### The clock network

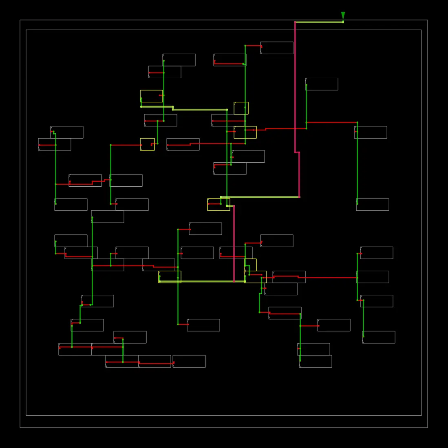
### Metal layers overlaid

The bar under the picture is 20 um long.
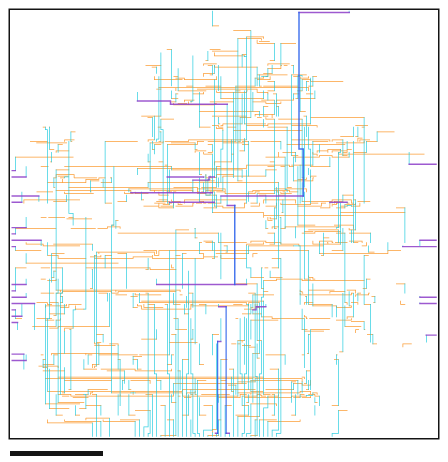
## src/rtl/vga_mix_pkg.sv

```systemverilog
// rtl/vga_mix_pkg.sv - shared types and helpers for the VGA layer mixer
// Purpose: mode encodings, default colour width, rgb width and channel pack/unpack helpers.
// Ports: none (package).
package vga_mix_pkg;

  typedef enum logic [1:0] {
    MODE_PLAY  = 2'd0,
    MODE_FLASH = 2'd1,
    MODE_OVER  = 2'd2
  } mode_e;

  localparam int DEF_COLOR_W = 4;

  // Channel indices into a packed {r,g,b} word.
  localparam int CH_R = 0;
  localparam int CH_G = 1;
  localparam int CH_B = 2;

  function automatic int rgb_width(input int color_w);
    return 3 * color_w;
  endfunction

  // Bit offset of a channel inside a packed {r,g,b} word (red in the MSBs).
  function automatic int chan_off(input int ch, input int color_w);
    return (2 - ch) * color_w;
  endfunction

endpackage

```

## src/rtl/vga_layer_mixer_if.sv

```systemverilog
// rtl/vga_layer_mixer_if.sv - pixel/timing bundle between layer generators, mixer and VGA pins
// Purpose: groups per-layer pixels, raw timing and composited output of the mixer.
// Ports (signals): layer_rgb, layer_en, text_en, hsync_in, vsync_in, de_in (to mixer);
//                  vga_red, vga_green, vga_blue, hsync_out, vsync_out, de_out (from mixer).
// Modports: master = pixel source / sink side, slave = mixer side.
interface vga_layer_mixer_if #(
  parameter int NUM_LAYERS = 3,
  parameter int COLOR_W    = 4
);
  logic [NUM_LAYERS*3*COLOR_W-1:0] layer_rgb;
  logic [NUM_LAYERS-1:0]           layer_en;
  logic                            text_en;
  logic                            hsync_in;
  logic                            vsync_in;
  logic                            de_in;
  logic [COLOR_W-1:0]              vga_red;
  logic [COLOR_W-1:0]              vga_green;
  logic [COLOR_W-1:0]              vga_blue;
  logic                            hsync_out;
  logic                            vsync_out;
  logic                            de_out;

  modport master (
    output layer_rgb, layer_en, text_en, hsync_in, vsync_in, de_in,
    input  vga_red, vga_green, vga_blue, hsync_out, vsync_out, de_out
  );

  modport slave (
    input  layer_rgb, layer_en, text_en, hsync_in, vsync_in, de_in,
    output vga_red, vga_green, vga_blue, hsync_out, vsync_out, de_out
  );
endinterface

```

## src/rtl/vga_frame_tick.sv

```systemverilog
// rtl/vga_frame_tick.sv - vsync rising-edge detector producing a one-cycle frame tick
// Purpose: tick is high for one cycle, one cycle after vsync is first sampled high.
// Ports: clk, rst (sync active-high), vsync (in), tick (out).
module vga_frame_tick (
  input  logic clk,
  input  logic rst,
  input  logic vsync,
  output logic tick
);

  logic vsync_q;

  always_ff @(posedge clk) begin
    if (rst) begin
      vsync_q <= 1'b0;
      tick    <= 1'b0;
    end else begin
      vsync_q <= vsync;
      tick    <= vsync & ~vsync_q;
    end
  end

endmodule

```

## src/rtl/vga_layer_mixer.sv

```systemverilog
// rtl/vga_layer_mixer.sv - two-stage priority compositor with game-over flash/text sequence
// Purpose: stage 1 picks the highest-index opaque layer (or BG_COLOR); stage 2 applies the
//          display mode and blanking; sync/DE are delayed to match (latency 2).
// Ports: clk, rst (sync active-high), the_end, restart, mode[1:0], pix (vga_layer_mixer_if.slave),
//        blend_en only when MIXER_BLEND_EN is defined.
// Config: MIXER_BLEND_EN - averages the top opaque layer with the one beneath (or BG).
module vga_layer_mixer
  import vga_mix_pkg::*;
#(
  parameter int                   NUM_LAYERS   = 3,
  parameter int                   COLOR_W      = DEF_COLOR_W,
  parameter int                   FLASH_FRAMES = 60,
  parameter int                   BLINK_FRAMES = 8,
  parameter logic [3*COLOR_W-1:0] BG_COLOR     = '0,
  parameter logic [3*COLOR_W-1:0] TEXT_COLOR   = 12'h0F0
) (
  input  logic               clk,
  input  logic               rst,
`ifdef MIXER_BLEND_EN
  input  logic               blend_en,
`endif
  input  logic               the_end,
  input  logic               restart,
  output logic [1:0]         mode,
  vga_layer_mixer_if.slave   pix
);

  localparam int RGB_W = rgb_width(COLOR_W);
  localparam int FC_W  = $clog2(FLASH_FRAMES + 1);
  localparam int BC_W  = $clog2(BLINK_FRAMES + 1);
  localparam logic [FC_W-1:0] FC_LAST = FC_W'(FLASH_FRAMES - 1);
  localparam logic [BC_W-1:0] BC_LAST = BC_W'(BLINK_FRAMES - 1);

  logic frame_tick;

  vga_frame_tick u_frame_tick (
    .clk   (clk),
    .rst   (rst),
    .vsync (pix.vsync_in),
    .tick  (frame_tick)
  );

  // Stage 1: priority select. Later (higher) indices overwrite earlier ones.
  logic [RGB_W-1:0] top_rgb;
  logic [RGB_W-1:0] mix_rgb;
`ifdef MIXER_BLEND_EN
  logic [RGB_W-1:0] under_rgb;
  logic             any_en;
  logic [COLOR_W:0] ch_sum;
`endif

  always_comb begin
    top_rgb = BG_COLOR;
`ifdef MIXER_BLEND_EN
    under_rgb = BG_COLOR;
    any_en    = 1'b0;
`endif
    for (int i = 0; i < NUM_LAYERS; i++) begin
      if (pix.layer_en[i]) begin
`ifdef MIXER_BLEND_EN
        under_rgb = top_rgb;
        any_en    = 1'b1;
`endif
        top_rgb = pix.layer_rgb[i*RGB_W +: RGB_W];
      end
    end
  end

`ifdef MIXER_BLEND_EN
  // Sum at COLOR_W+1 bits so the carry survives the halving.
  always_comb begin
    mix_rgb = top_rgb;
    ch_sum  = '0;
    if (blend_en && any_en) begin
      for (int c = 0; c < 3; c++) begin
        ch_sum = {1'b0, top_rgb[chan_off(c, COLOR_W) +: COLOR_W]}
               + {1'b0, under_rgb[chan_off(c, COLOR_W) +: COLOR_W]};
        mix_rgb[chan_off(c, COLOR_W) +: COLOR_W] = ch_sum[COLOR_W:1];
      end
    end
  end
`else
  assign mix_rgb = top_rgb;
`endif

  logic [RGB_W-1:0] s1_rgb;
  logic             s1_text, s1_hs, s1_vs, s1_de;

  always_ff @(posedge clk) begin
    if (rst) begin
      s1_rgb  <= '0;
      s1_text <= 1'b0;
      s1_hs   <= 1'b0;
      s1_vs   <= 1'b0;
      s1_de   <= 1'b0;
    end else begin
      s1_rgb  <= mix_rgb;
      s1_text <= pix.text_en;
      s1_hs   <= pix.hsync_in;
      s1_vs   <= pix.vsync_in;
      s1_de   <= pix.de_in;
    end
  end

  // Game-state FSM: requests latch as pending flags, transitions only on frame ticks.
  mode_e            state_q, state_d;
  logic [FC_W-1:0]  frame_cnt_q, frame_cnt_d;
  logic [BC_W-1:0]  blink_cnt_q, blink_cnt_d;
  logic             phase_on_q, phase_on_d;
  logic             end_pend_q, end_pend_d;
  logic             rst_pend_q, rst_pend_d;

  always_ff @(posedge clk) begin
    if (rst) begin
      state_q     <= MODE_PLAY;
      frame_cnt_q <= '0;
      blink_cnt_q <= '0;
      phase_on_q  <= 1'b0;
      end_pend_q  <= 1'b0;
      rst_pend_q  <= 1'b0;
    end else begin
      state_q     <= state_d;
      frame_cnt_q <= frame_cnt_d;
      blink_cnt_q <= blink_cnt_d;
      phase_on_q  <= phase_on_d;
      end_pend_q  <= end_pend_d;
      rst_pend_q  <= rst_pend_d;
    end
  end

  always_comb begin
    state_d     = state_q;
    frame_cnt_d = frame_cnt_q;
    blink_cnt_d = blink_cnt_q;
    phase_on_d  = phase_on_q;
    end_pend_d  = end_pend_q;
    rst_pend_d  = rst_pend_q;
    case (state_q)
      MODE_PLAY: begin
        if (frame_tick && end_pend_q) begin
          state_d     = MODE_FLASH;
          frame_cnt_d = '0;
          blink_cnt_d = '0;
          phase_on_d  = 1'b1;
          end_pend_d  = 1'b0;
        end else if (the_end) begin
          end_pend_d = 1'b1;
        end
      end
      MODE_FLASH, MODE_OVER: begin
        if (restart) rst_pend_d = 1'b1;
        if (frame_tick) begin
          if (rst_pend_q) begin
            state_d     = MODE_PLAY;
            rst_pend_d  = 1'b0;
            end_pend_d  = 1'b0;
            frame_cnt_d = '0;
            blink_cnt_d = '0;
            phase_on_d  = 1'b0;
          end else if (state_q == MODE_FLASH) begin
            frame_cnt_d = frame_cnt_q + 1'b1;
            if (frame_cnt_q == FC_LAST) state_d = MODE_OVER;
            if (blink_cnt_q == BC_LAST) begin
              blink_cnt_d = '0;
              phase_on_d  = ~phase_on_q;
            end else begin
              blink_cnt_d = blink_cnt_q + 1'b1;
            end
          end
        end
      end
      default: state_d = MODE_PLAY;
    endcase
  end

  assign mode = state_q;

  // Stage 2: mode apply; blanking wins over everything.
  logic [RGB_W-1:0] shown_rgb;
  logic [RGB_W-1:0] s2_rgb;
  logic             s2_hs, s2_vs, s2_de;

  always_comb begin
    shown_rgb = '0;
    if (s1_de) begin
      case (state_q)
        MODE_PLAY:  shown_rgb = s1_rgb;
        MODE_FLASH: if (phase_on_q) shown_rgb = s1_rgb;
        MODE_OVER:  if (s1_text) shown_rgb = TEXT_COLOR;
        default:    shown_rgb = '0;
      endcase
    end
  end

  always_ff @(posedge clk) begin
    if (rst) begin
      s2_rgb <= '0;
      s2_hs  <= 1'b0;
      s2_vs  <= 1'b0;
      s2_de  <= 1'b0;
    end else begin
      s2_rgb <= shown_rgb;
      s2_hs  <= s1_hs;
      s2_vs  <= s1_vs;
      s2_de  <= s1_de;
    end
  end

  assign pix.vga_red   = s2_rgb[chan_off(CH_R, COLOR_W) +: COLOR_W];
  assign pix.vga_green = s2_rgb[chan_off(CH_G, COLOR_W) +: COLOR_W];
  assign pix.vga_blue  = s2_rgb[chan_off(CH_B, COLOR_W) +: COLOR_W];
  assign pix.hsync_out = s2_hs;
  assign pix.vsync_out = s2_vs;
  assign pix.de_out    = s2_de;

endmodule
```

## src/flat_wrapper.sv

```systemverilog
// flat-port wrapper written by rule: the top's interface ports become plain ports
module vga_layer_mixer_flat import vga_mix_pkg::*;
#(
  parameter int                   NUM_LAYERS   = 3,
  parameter int                   COLOR_W      = DEF_COLOR_W,
  parameter int                   FLASH_FRAMES = 60,
  parameter int                   BLINK_FRAMES = 8,
  parameter logic [3*COLOR_W-1:0] BG_COLOR     = '0,
  parameter logic [3*COLOR_W-1:0] TEXT_COLOR   = 12'h0F0
)
  (clk, rst, the_end, restart, mode, pix_layer_rgb, pix_layer_en, pix_text_en, pix_hsync_in, pix_vsync_in, pix_de_in, pix_vga_red, pix_vga_green, pix_vga_blue, pix_hsync_out, pix_vsync_out, pix_de_out);
  vga_layer_mixer_if #(.NUM_LAYERS(NUM_LAYERS), .COLOR_W(COLOR_W)) pix_i ();
  input  logic clk;
  input  logic rst;
  input  logic the_end;
  input  logic restart;
  output logic [1:0] mode;
  input wire logic [$bits(pix_i.layer_rgb)-1:0] pix_layer_rgb;
  input wire logic [$bits(pix_i.layer_en)-1:0] pix_layer_en;
  input wire logic [$bits(pix_i.text_en)-1:0] pix_text_en;
  input wire logic [$bits(pix_i.hsync_in)-1:0] pix_hsync_in;
  input wire logic [$bits(pix_i.vsync_in)-1:0] pix_vsync_in;
  input wire logic [$bits(pix_i.de_in)-1:0] pix_de_in;
  output wire logic [$bits(pix_i.vga_red)-1:0] pix_vga_red;
  output wire logic [$bits(pix_i.vga_green)-1:0] pix_vga_green;
  output wire logic [$bits(pix_i.vga_blue)-1:0] pix_vga_blue;
  output wire logic [$bits(pix_i.hsync_out)-1:0] pix_hsync_out;
  output wire logic [$bits(pix_i.vsync_out)-1:0] pix_vsync_out;
  output wire logic [$bits(pix_i.de_out)-1:0] pix_de_out;
  assign pix_i.layer_rgb = pix_layer_rgb;
  assign pix_i.layer_en = pix_layer_en;
  assign pix_i.text_en = pix_text_en;
  assign pix_i.hsync_in = pix_hsync_in;
  assign pix_i.vsync_in = pix_vsync_in;
  assign pix_i.de_in = pix_de_in;
  assign pix_vga_red = pix_i.vga_red;
  assign pix_vga_green = pix_i.vga_green;
  assign pix_vga_blue = pix_i.vga_blue;
  assign pix_hsync_out = pix_i.hsync_out;
  assign pix_vsync_out = pix_i.vsync_out;
  assign pix_de_out = pix_i.de_out;
  vga_layer_mixer #(.NUM_LAYERS(NUM_LAYERS), .COLOR_W(COLOR_W), .FLASH_FRAMES(FLASH_FRAMES), .BLINK_FRAMES(BLINK_FRAMES), .BG_COLOR(BG_COLOR), .TEXT_COLOR(TEXT_COLOR)) u_core (.clk(clk), .rst(rst), .the_end(the_end), .restart(restart), .mode(mode), .pix(pix_i));
endmodule
```

## config.mk

```make
export PLATFORM = sky130hd
export DESIGN_NAME = vga_layer_mixer_flat
export DESIGN_NICKNAME = d
export VERILOG_FILES = /design/src/rtl/vga_mix_pkg.sv /design/src/rtl/vga_layer_mixer_if.sv /design/src/rtl/vga_frame_tick.sv /design/src/rtl/vga_layer_mixer.sv /design/src/flat_wrapper.sv
export SDC_FILE = /design/constraint.sdc
export NUM_CORES = 1
export LEC_CHECK = 0
export ABC_AREA = 1
export CAP_MARGIN = 20
export CELL_PAD_IN_SITES_DETAIL_PLACEMENT = 0
export CELL_PAD_IN_SITES_GLOBAL_PLACEMENT = 2
export CORE_UTILIZATION = 25
export DETAILED_ROUTE_END_ITERATION = 16
export GPL_TIMING_DRIVEN = 0
export PLACE_DENSITY = 0.82
export SLEW_MARGIN = 20
export SYNTH_ARGS = -nofsm -noshare
export SYNTH_HDL_FRONTEND = slang
export SYNTH_SLANG_ARGS = --single-unit
```

## constraint.sdc

```tcl
create_clock -name clk -period 2 [get_ports clk]
set_input_delay 0.4 -clock clk [delete_from_list [all_inputs] [get_ports clk]]
set_output_delay 0.4 -clock clk [all_outputs]
set_load 0.01 [all_outputs]
```

==> flow_metrics.tcl <==
# metrics dict for downstream scripts
set metrics [dict create \
    cp_max_fo 10 \
    synth_flops 47 \
    fin_ws_ns 0.186 \
    timing.critical_path.from_type "flip-flop" \
    seq_power_mw 1.13 \
    worstHoldStart "u_core.s1_hs" \
    synthAoiAreaFrac_pct 14.0 \
    cts-resized-gates 1 \
    met2_use_gr_pct 20.5 \
    log.warning_count 29 \
    n_sequential_cell 47 \
    timing.critical_path.arrival_ns 2.01 \
    wirelength_met1_um 2470 \
    layout.clock.cell_area_share_pct 3.25 \
    antenna_cells_inserted 0 \
    outcome "complete, no violations" \
    path_clk_slew_ns 0.10 \
    comb_share_pct 31.6 \
    yosys_warnings 0 \
    finalSetupTns_ns 0 \
]
## Picture notes: 'The clock network'
clock skew: 0.00935 ns
count of clock tree sinks: 47
clk_buf instances: 5
power dissipated in the clock network: 0.601 mW

## Picture notes: 'Metal layers overlaid'
| layer | color | wire length |
|---|---|---|
| metal 1 | orange | 2,470 um |
| metal 4 | blue | 104 um |
| metal 2 | cyan | 2,360 um |
| metal 3 | purple | 188 um |
routed length per instance: 11.6 um
Tot GR Track Use: 13.1%

Power and IR drop assume default switching activity.
